Run 1, clock wires, drivers and flops:
Bar = 50 um.
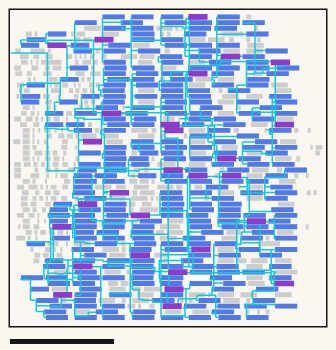
Run 1, pin map:
Pins as bars across the die edge, other pins in gray.
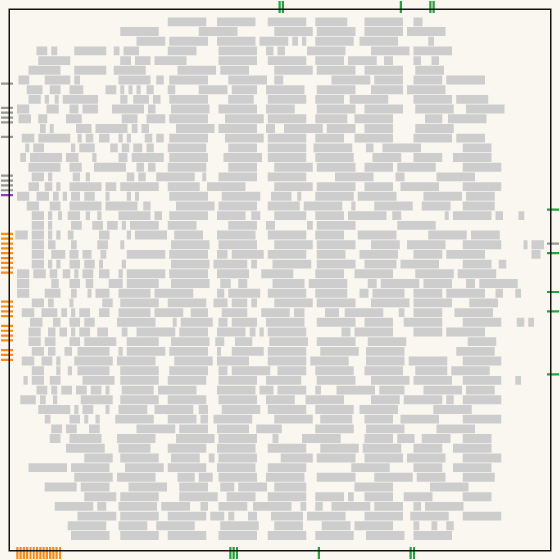
Run 1, placement view:
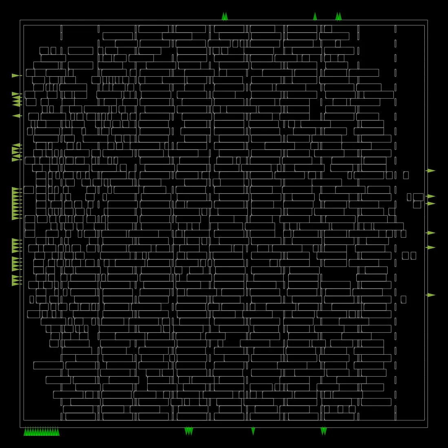
**src/rtl/fir_pkg.sv**
```systemverilog
// Shared constants and types for the FIR output path: widths, Q-format shift,
// the 16-bit sample type and the saturation limits used by the output sink.
package fir_pkg;

    localparam int FIR_IN_W   = 34;
    localparam int FIR_OUT_W  = 16;
    localparam int FIR_SHIFT  = 15;
    localparam int FIR_DEPTH  = 16;
    localparam int FIR_ADDR_W = 4;

    typedef logic signed [FIR_OUT_W-1:0] sample_t;

    localparam sample_t SAT_MAX = sample_t'({1'b0, {(FIR_OUT_W-1){1'b1}}});
    localparam sample_t SAT_MIN = sample_t'({1'b1, {(FIR_OUT_W-1){1'b0}}});

    // Saturation bound for a w-bit two's-complement result (upper or lower).
    function automatic longint sat_limit(input int w, input bit upper);
        longint lim;
        if (upper) begin
            lim = (64'sd1 <<< (w - 1)) - 64'sd1;
        end else begin
            lim = -(64'sd1 <<< (w - 1));
        end
        return lim;
    endfunction

endpackage

```
**src/rtl/fir_sync_fifo.sv**
```systemverilog
// Parameterised first-word-fall-through synchronous FIFO; head entry is
// presented on rdata whenever the FIFO is non-empty, zero otherwise.
module fir_sync_fifo
    import fir_pkg::*;
#(
    parameter int WIDTH  = FIR_OUT_W,
    parameter int DEPTH  = FIR_DEPTH,
    parameter int ADDR_W = FIR_ADDR_W
) (
    input  logic              clk,
    input  logic              rst,
    input  logic              push,
    input  logic              pop,
    input  logic [WIDTH-1:0]  wdata,
    output logic [WIDTH-1:0]  rdata,
    output logic              full,
    output logic              empty,
    output logic [ADDR_W:0]   count
);

    logic [WIDTH-1:0]  mem_r [DEPTH];
    logic [ADDR_W-1:0] wr_ptr_r;
    logic [ADDR_W-1:0] rd_ptr_r;
    logic [ADDR_W:0]   count_r;
    logic              push_ok_s;
    logic              pop_ok_s;

    assign full  = (count_r == (ADDR_W+1)'(DEPTH));
    assign empty = (count_r == {(ADDR_W+1){1'b0}});
    assign count = count_r;

    // A pop frees the slot in the same edge, so a full FIFO may still accept a push.
    assign pop_ok_s  = pop & ~empty;
    assign push_ok_s = push & (~full | pop_ok_s);

    // Storage array; contents deliberately survive reset.
    always_ff @(posedge clk) begin
        if (push_ok_s) begin
            mem_r[wr_ptr_r] <= wdata;
        end
    end

    // Read/write pointers, wrapping naturally at DEPTH.
    always_ff @(posedge clk or posedge rst) begin
        if (rst) begin
            wr_ptr_r <= {ADDR_W{1'b0}};
            rd_ptr_r <= {ADDR_W{1'b0}};
        end else begin
            if (push_ok_s) begin
                wr_ptr_r <= wr_ptr_r + ADDR_W'(1);
            end
            if (pop_ok_s) begin
                rd_ptr_r <= rd_ptr_r + ADDR_W'(1);
            end
        end
    end

    // Occupancy counter.
    always_ff @(posedge clk or posedge rst) begin
        if (rst) begin
            count_r <= {(ADDR_W+1){1'b0}};
        end else begin
            case ({push_ok_s, pop_ok_s})
                2'b10:   count_r <= count_r + (ADDR_W+1)'(1);
                2'b01:   count_r <= count_r - (ADDR_W+1)'(1);
                default: count_r <= count_r;
            endcase
        end
    end

    // FWFT head; driven to zero while empty so the output never shows stale data.
    always_comb begin
        if (empty) begin
            rdata = {WIDTH{1'b0}};
        end else begin
            rdata = mem_r[rd_ptr_r];
        end
    end

endmodule

```
**src/rtl/fir_out_sink.sv**
```systemverilog
// FIR output sink: rounds/saturates the 34-bit FIR stream to 16 bits and buffers
// it in an FWFT FIFO feeding an AXI-Stream master. Macro FIR_SINK_STATS_EN adds drop_count.
module fir_out_sink
    import fir_pkg::*;
#(
    parameter int IN_W   = FIR_IN_W,
    parameter int OUT_W  = FIR_OUT_W,
    parameter int SHIFT  = FIR_SHIFT,
    parameter int DEPTH  = FIR_DEPTH,
    parameter int ADDR_W = FIR_ADDR_W
) (
    input  logic              aclk,
    input  logic              areset,
    input  logic              s_axis_data_tvalid,
    input  logic [IN_W-1:0]   s_axis_data_tdata,
    output logic              m_axis_data_tvalid,
    input  logic              m_axis_data_tready,
    output logic [OUT_W-1:0]  m_axis_data_tdata,
    output logic [ADDR_W:0]   fill_level,
    input  logic              ovf_clr,
    output logic              ovf_flag
`ifdef FIR_SINK_STATS_EN
    ,
    output logic [15:0]       drop_count
`endif
);

    localparam int EXT_W = IN_W + 1;
    localparam int RES_W = EXT_W - SHIFT;

    localparam logic signed [EXT_W-1:0] HALF_LSB = EXT_W'(1) << (SHIFT - 1);
    localparam logic signed [RES_W-1:0] LIM_HI   = RES_W'(sat_limit(OUT_W, 1'b1));
    localparam logic signed [RES_W-1:0] LIM_LO   = RES_W'(sat_limit(OUT_W, 1'b0));

    logic signed [EXT_W-1:0] ext_s;
    logic signed [EXT_W-1:0] rnd_s;
    logic signed [RES_W-1:0] res_s;
    logic [OUT_W-1:0]        cond_s;

    logic                    stg_vld_r;
    logic [OUT_W-1:0]        stg_data_r;

    logic                    pop_s;
    logic                    wr_ok_s;
    logic                    drop_s;
    logic                    full_s;
    logic                    empty_s;
    logic                    ovf_r;

    // Sample conditioning: one extra sign bit keeps the rounding add from overflowing.
    always_comb begin
        ext_s = {s_axis_data_tdata[IN_W-1], s_axis_data_tdata};
        rnd_s = ext_s + HALF_LSB;
        res_s = RES_W'(rnd_s >>> SHIFT);
        if (res_s > LIM_HI) begin
            cond_s = LIM_HI[OUT_W-1:0];
        end else if (res_s < LIM_LO) begin
            cond_s = LIM_LO[OUT_W-1:0];
        end else begin
            cond_s = res_s[OUT_W-1:0];
        end
    end

    // Conditioning stage register; valid follows the input every cycle.
    always_ff @(posedge aclk or posedge areset) begin
        if (areset) begin
            stg_vld_r  <= 1'b0;
            stg_data_r <= {OUT_W{1'b0}};
        end else begin
            stg_vld_r <= s_axis_data_tvalid;
            if (s_axis_data_tvalid) begin
                stg_data_r <= cond_s;
            end
        end
    end

    assign pop_s   = m_axis_data_tvalid & m_axis_data_tready;
    assign wr_ok_s = stg_vld_r & (~full_s | pop_s);
    assign drop_s  = stg_vld_r & full_s & ~pop_s;

    fir_sync_fifo #(
        .WIDTH  (OUT_W),
        .DEPTH  (DEPTH),
        .ADDR_W (ADDR_W)
    ) u_fifo (
        .clk    (aclk),
        .rst    (areset),
        .push   (wr_ok_s),
        .pop    (pop_s),
        .wdata  (stg_data_r),
        .rdata  (m_axis_data_tdata),
        .full   (full_s),
        .empty  (empty_s),
        .count  (fill_level)
    );

    assign m_axis_data_tvalid = ~empty_s;

    // Sticky overflow flag; a drop in the same edge as a clear keeps it set.
    always_ff @(posedge aclk or posedge areset) begin
        if (areset) begin
            ovf_r <= 1'b0;
        end else if (drop_s) begin
            ovf_r <= 1'b1;
        end else if (ovf_clr) begin
            ovf_r <= 1'b0;
        end else begin
            ovf_r <= ovf_r;
        end
    end

    assign ovf_flag = ovf_r;

`ifdef FIR_SINK_STATS_EN
    logic [15:0] drop_cnt_r;

    // Saturating dropped-sample counter; a drop coinciding with clear restarts at one.
    always_ff @(posedge aclk or posedge areset) begin
        if (areset) begin
            drop_cnt_r <= 16'h0000;
        end else if (ovf_clr) begin
            drop_cnt_r <= drop_s ? 16'h0001 : 16'h0000;
        end else if (drop_s && (drop_cnt_r != 16'hFFFF)) begin
            drop_cnt_r <= drop_cnt_r + 16'h0001;
        end else begin
            drop_cnt_r <= drop_cnt_r;
        end
    end

    assign drop_count = drop_cnt_r;
`endif

endmodule

```
**config.mk**
```make
export PLATFORM = sky130hd
export DESIGN_NAME = fir_out_sink
export DESIGN_NICKNAME = d
export VERILOG_FILES = /design/src/rtl/fir_pkg.sv /design/src/rtl/fir_sync_fifo.sv /design/src/rtl/fir_out_sink.sv
export SDC_FILE = /design/constraint.sdc
export NUM_CORES = 1
export LEC_CHECK = 0
export ABC_CLOCK_PERIOD_IN_PS = 3300
export CAP_MARGIN = 20
export CELL_PAD_IN_SITES_DETAIL_PLACEMENT = 1
export CELL_PAD_IN_SITES_GLOBAL_PLACEMENT = 1
export CORE_UTILIZATION = 52
export DETAILED_ROUTE_END_ITERATION = 7
export GPL_TIMING_DRIVEN = 0
export PLACE_DENSITY = 0.8
export SLEW_MARGIN = 0
export SYNTH_ARGS = -nofsm -noshare
export SYNTH_HDL_FRONTEND = slang
export SYNTH_SLANG_ARGS = --single-unit
```
**constraint.sdc**
```tcl
create_clock -name aclk -period 3.3 [get_ports aclk]
set_input_delay 0.66 -clock aclk [delete_from_list [all_inputs] [get_ports aclk]]
set_output_delay 0.66 -clock aclk [all_outputs]
set_load 0.02 [all_outputs]
```
==> results.txt, run 1 <==
flow finished, numbers: Design Area, Final 0.0137 sq mm, postcts setup bufs 6, final net count 715, crit path from u_fifo.rd_ptr_r[0]$_DFFE_PP0P_, Placed Cells 900, largest net degree at the start of global routing 25, Placed Instance Area 0.0125 sq mm, top cell category registers, Finished Layout Cells ~970, Leak 4.60 nW, DRT Pass-1 Iters 5, post_cts resized a little over 100, Latency at later pin roughly 0.55 ns, P_sw 0.00380 W, Clock transition at path regs about 0.070 ns, reg2reg setup slack 0.25 ns, post-synthesis compound-gate area fraction 0.0194, status finished with violations, CP Depth 7, share of layout cells above drive strength 1 0.267, TritonCTS buffer count 28, adder share 0.0125, GR Overflow Total 0, met1 GRT Util 0.331, Async S/R FF share, synth 0.108, Comb power 0.00418 W, Commonest cells post-synth edfxtp_1 (256), mux4_2 (80), dfrtp_1 (31), inv_1 (26), Final Util 0.624, Max IR drop VDD 0.000425 V, vias per std cell 6.35, Register Area between 0.008 and 0.009 sq mm, Gate Count Post-Synth 572, #FFs+latches synth 287, hold_ws 0.402 ns, Final setup viols 11, Synthesis Warnings 0, FF-to-FF path depth 12, Final min period 3.40 ns, YS chip area between 0.01 and 0.015 sq mm, buffering overhead 0.0646, R2R Path Start u_fifo.count[0]$_DFFE_PP0P_, cells in synth_stat.txt 572, Logic inverters 26, crit path kind reg2out, CP cell instances buf_12, buf_12, buf_4, mux4_2, mux4_2, nor2b_1, buf_2, CP max stage delay around 0.49 ns, Worst slew margin 0.234, Biggest register u_fifo.mem_r, heaviest power group sequential cells, CP delay by family, top multiplexers, Final Hold Fails 0, maximum clock path buffer count 3, sw frac 0.312, full die area 0.0230 sq mm, Reg power frac 0.394, dpl hpwl 16.7 mm, clk pwr 0.00320 W, DRT Wirelength 29.4 mm, top layer in use met4, met2 GRT Util 0.478, TritonCTS clock tree done, Wirelength per Cell 30.4 um, crit-path max FO 9, FP Rows 54, Yosys cell types about 40, total number of vias approximately 6100, setup_tns -0.417 ns, Seq group 0.00480 W, dpl ws -0.370 ns, multi-input gate count around 230, failing checks setup timing, IO Count 62, final total power 0.0122 W, metal2 WL 15.7 mm, MaxCap Viol Count 0, mux frac, synth 0.159, Pint ~0.0084 W, Ant. Diodes 0, RSZ-0062 raised after global routing true, Clk pwr share 0.263, Post-route DRC 0, stage-log warning count roughly 46, Worst Path Arrival about 2.7 ns, # clock sinks 287, CLK BUF 35, Worst Hold Class in2async, first-pass GRT wire length 42.4 mm, ANT nets after route 0, XOR Share, Synth 0.0188, MI comb area 0.00294 sq mm, CP max stage cell mux4_2, Pre-Place Util 0.531, CP Launch Type flip-flop, GRT Resource Usage Total 0.266, f_max 294 MHz, Clock Root Buffer clkbuf_16, endpoint kind of the worst setup timing path primary output, Fill cells 1858, cell taking the most area after synthesis edfxtp_1, CP Capture Point m_axis_data_tdata[13], Core Region 0.0219 sq mm, Required @ worst endpoint 2.64 ns, busiest grt layer met2, GP Congestion 0.873, post-synth net total 622, clk tree area frac 0.0670, post-route setup slack -0.0992 ns
Back to the opening pictures, 'clock wires, drivers and flops':
[purple] clock drivers | count: 28
[cyan] clock wires | length: 3230 um
[blue] flip-flops | count: 287
routed clock nets	29

Back to the opening pictures, 'pin map':
color	port	pins	direction	edge
orange	s_axis_data_tdata	34	input	20 west, 14 south
green	m_axis_data_tdata	16	output	6 south, 5 north, 5 east
purple	s_axis_data_tvalid	1	input	west
all pins by edge	31 west, 20 south, 6 east, 5 north
port buffer count: 47
DIE WIDTH: 152 um

Back to the opening pictures, 'placement view':
# Taps: 280
Seq area share: 0.620
flip-flops: 287

==> run 1 -> run 2 <==
--- a/config.mk
+++ b/config.mk
@@ -6,7 +6,6 @@
 export NUM_CORES = 1
 export LEC_CHECK = 0
 export ABC_CLOCK_PERIOD_IN_PS = 3300
-export CAP_MARGIN = 20
 export CELL_PAD_IN_SITES_DETAIL_PLACEMENT = 1
 export CELL_PAD_IN_SITES_GLOBAL_PLACEMENT = 1
 export CORE_UTILIZATION = 52
Run 2, placement view:
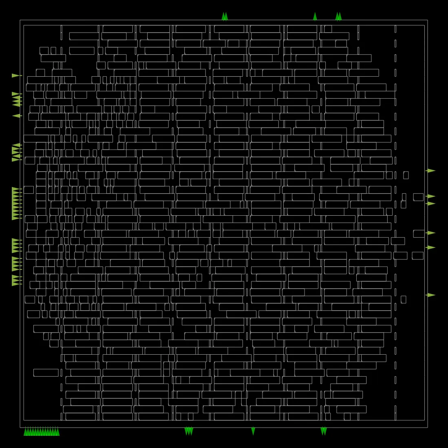
Fill cells: 1862
FP Rows: 54

Run 2, pin map:
Pins as bars across the die edge, other pins in gray.
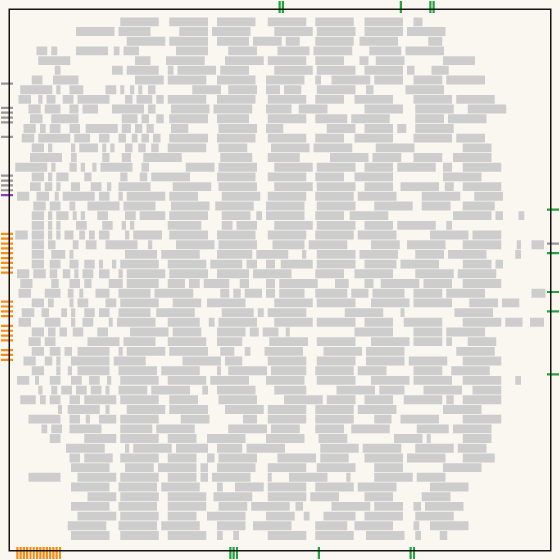
color	port	pins	direction	edge
green	m_axis_data_tdata	16	output	6 south, 5 north, 5 east
orange	s_axis_data_tdata	34	input	20 west, 14 south
purple	s_axis_data_tvalid	1	input	west
chip height: 152 um

Run 2, cell density map:
15 x 15 tiles, from white (low) to dark blue (high), 0 to 100% covered.
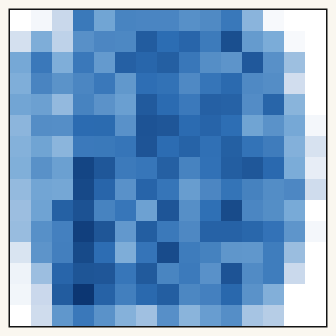
mean over tiles	58%
tiles over 75% full	26%
fullest tile	97%
nearly empty tiles	6.7%

==> results.txt, run 2 <==
flow finished, numbers: status finished with violations, failing checks setup timing, YS chip area 0.0116 sq mm, Pre-Place Util 0.531, f_max slightly below 300 MHz, crit-path max FO 8, FF-to-FF path depth 7, Latency at later pin approximately 0.55 ns, cells in synth_stat.txt 572, GRT Resource Usage Total 0.262, CP Launch Type flip-flop, Pint around 0.0085 W, GR Overflow Total 0, CP cell instances buf_12, buf_12, buf_12, mux4_2, mux4_2, nor2b_4, buf_6, dpl ws -0.381 ns, top cell category registers, crit path from u_fifo.rd_ptr_r[0]$_DFFE_PP0P_, GP Congestion between 0.8 and 0.9, postcts setup bufs 8, Clock transition at path regs ~0.060 ns, Gate Count Post-Synth 572, Wirelength per Cell 29.7 um, MaxCap Viol Count 0, Synthesis Warnings 0, full die area 0.0230 sq mm, share of layout cells above drive strength 1 0.271, DIE WIDTH 152 um, Worst Path Arrival approximately 2.7 ns, Seq area share 0.620, metal2 WL 15.0 mm, post-synth net total 622, DRT Wirelength around 29 mm, largest net degree at the start of global routing 32, Ant. Diodes 0, XOR Share, Synth 0.0188, Finished Layout Cells 960, Register Area ~0.0085 sq mm, flip-flops approximately 290, post-synthesis compound-gate area fraction 0.0194, total number of vias 6010, first-pass GRT wire length 41.7 mm, CP max stage cell mux4_2, post_cts resized 105, hold_ws 0.532 ns, MI comb area roughly 0.003 sq mm, WP buf/inv 4, Clock Root Buffer clkbuf_16, Seq group roughly 0.0048 W, #FFs+latches synth between 200 and 300, multi-input gate count 233, Reg power frac 0.393, R2R Path Start u_fifo.count[0]$_DFFE_PP0P_, Final Hold Fails 0, crit path kind reg2out, Biggest register u_fifo.mem_r, clk tree area frac 0.0675, final net count 708, vias per std cell 6.26, TritonCTS clock tree done, Yosys cell types 40, Placed Instance Area between 0.01 and 0.015 sq mm, mux frac, synth 0.159, port buffer count 47, adder share 0.0125, met2 GRT Util 0.460, Clk pwr share 0.262, maximum clock path buffer count 3, Design Area, Final about 0.014 sq mm, Final min period approximately 3.4 ns, reg2reg setup slack 0.21 ns, Comb power 0.00423 W, DRT Pass-1 Iters 5, P_sw 0.00382 W, final total power 0.0123 W, Worst slew margin 0.195, cell taking the most area after synthesis edfxtp_1, Placed Cells 899, Commonest cells post-synth edfxtp_1 (256), mux4_2 (80), dfrtp_1 (31), inv_1 (26), CP Capture Point m_axis_data_tdata[14], Async S/R FF share, synth 0.108, setup_tns -0.172 ns, busiest grt layer met2, ANT nets after route 0, top layer in use met4, endpoint kind of the worst setup timing path primary output, CP delay by family, top multiplexers, Core Region 0.0219 sq mm, sw frac 0.311, CP max stage delay 0.49 ns, # Taps 280, Final setup viols 7, post-route setup slack -0.0549 ns
Power is estimated from default activity; no workload was simulated.
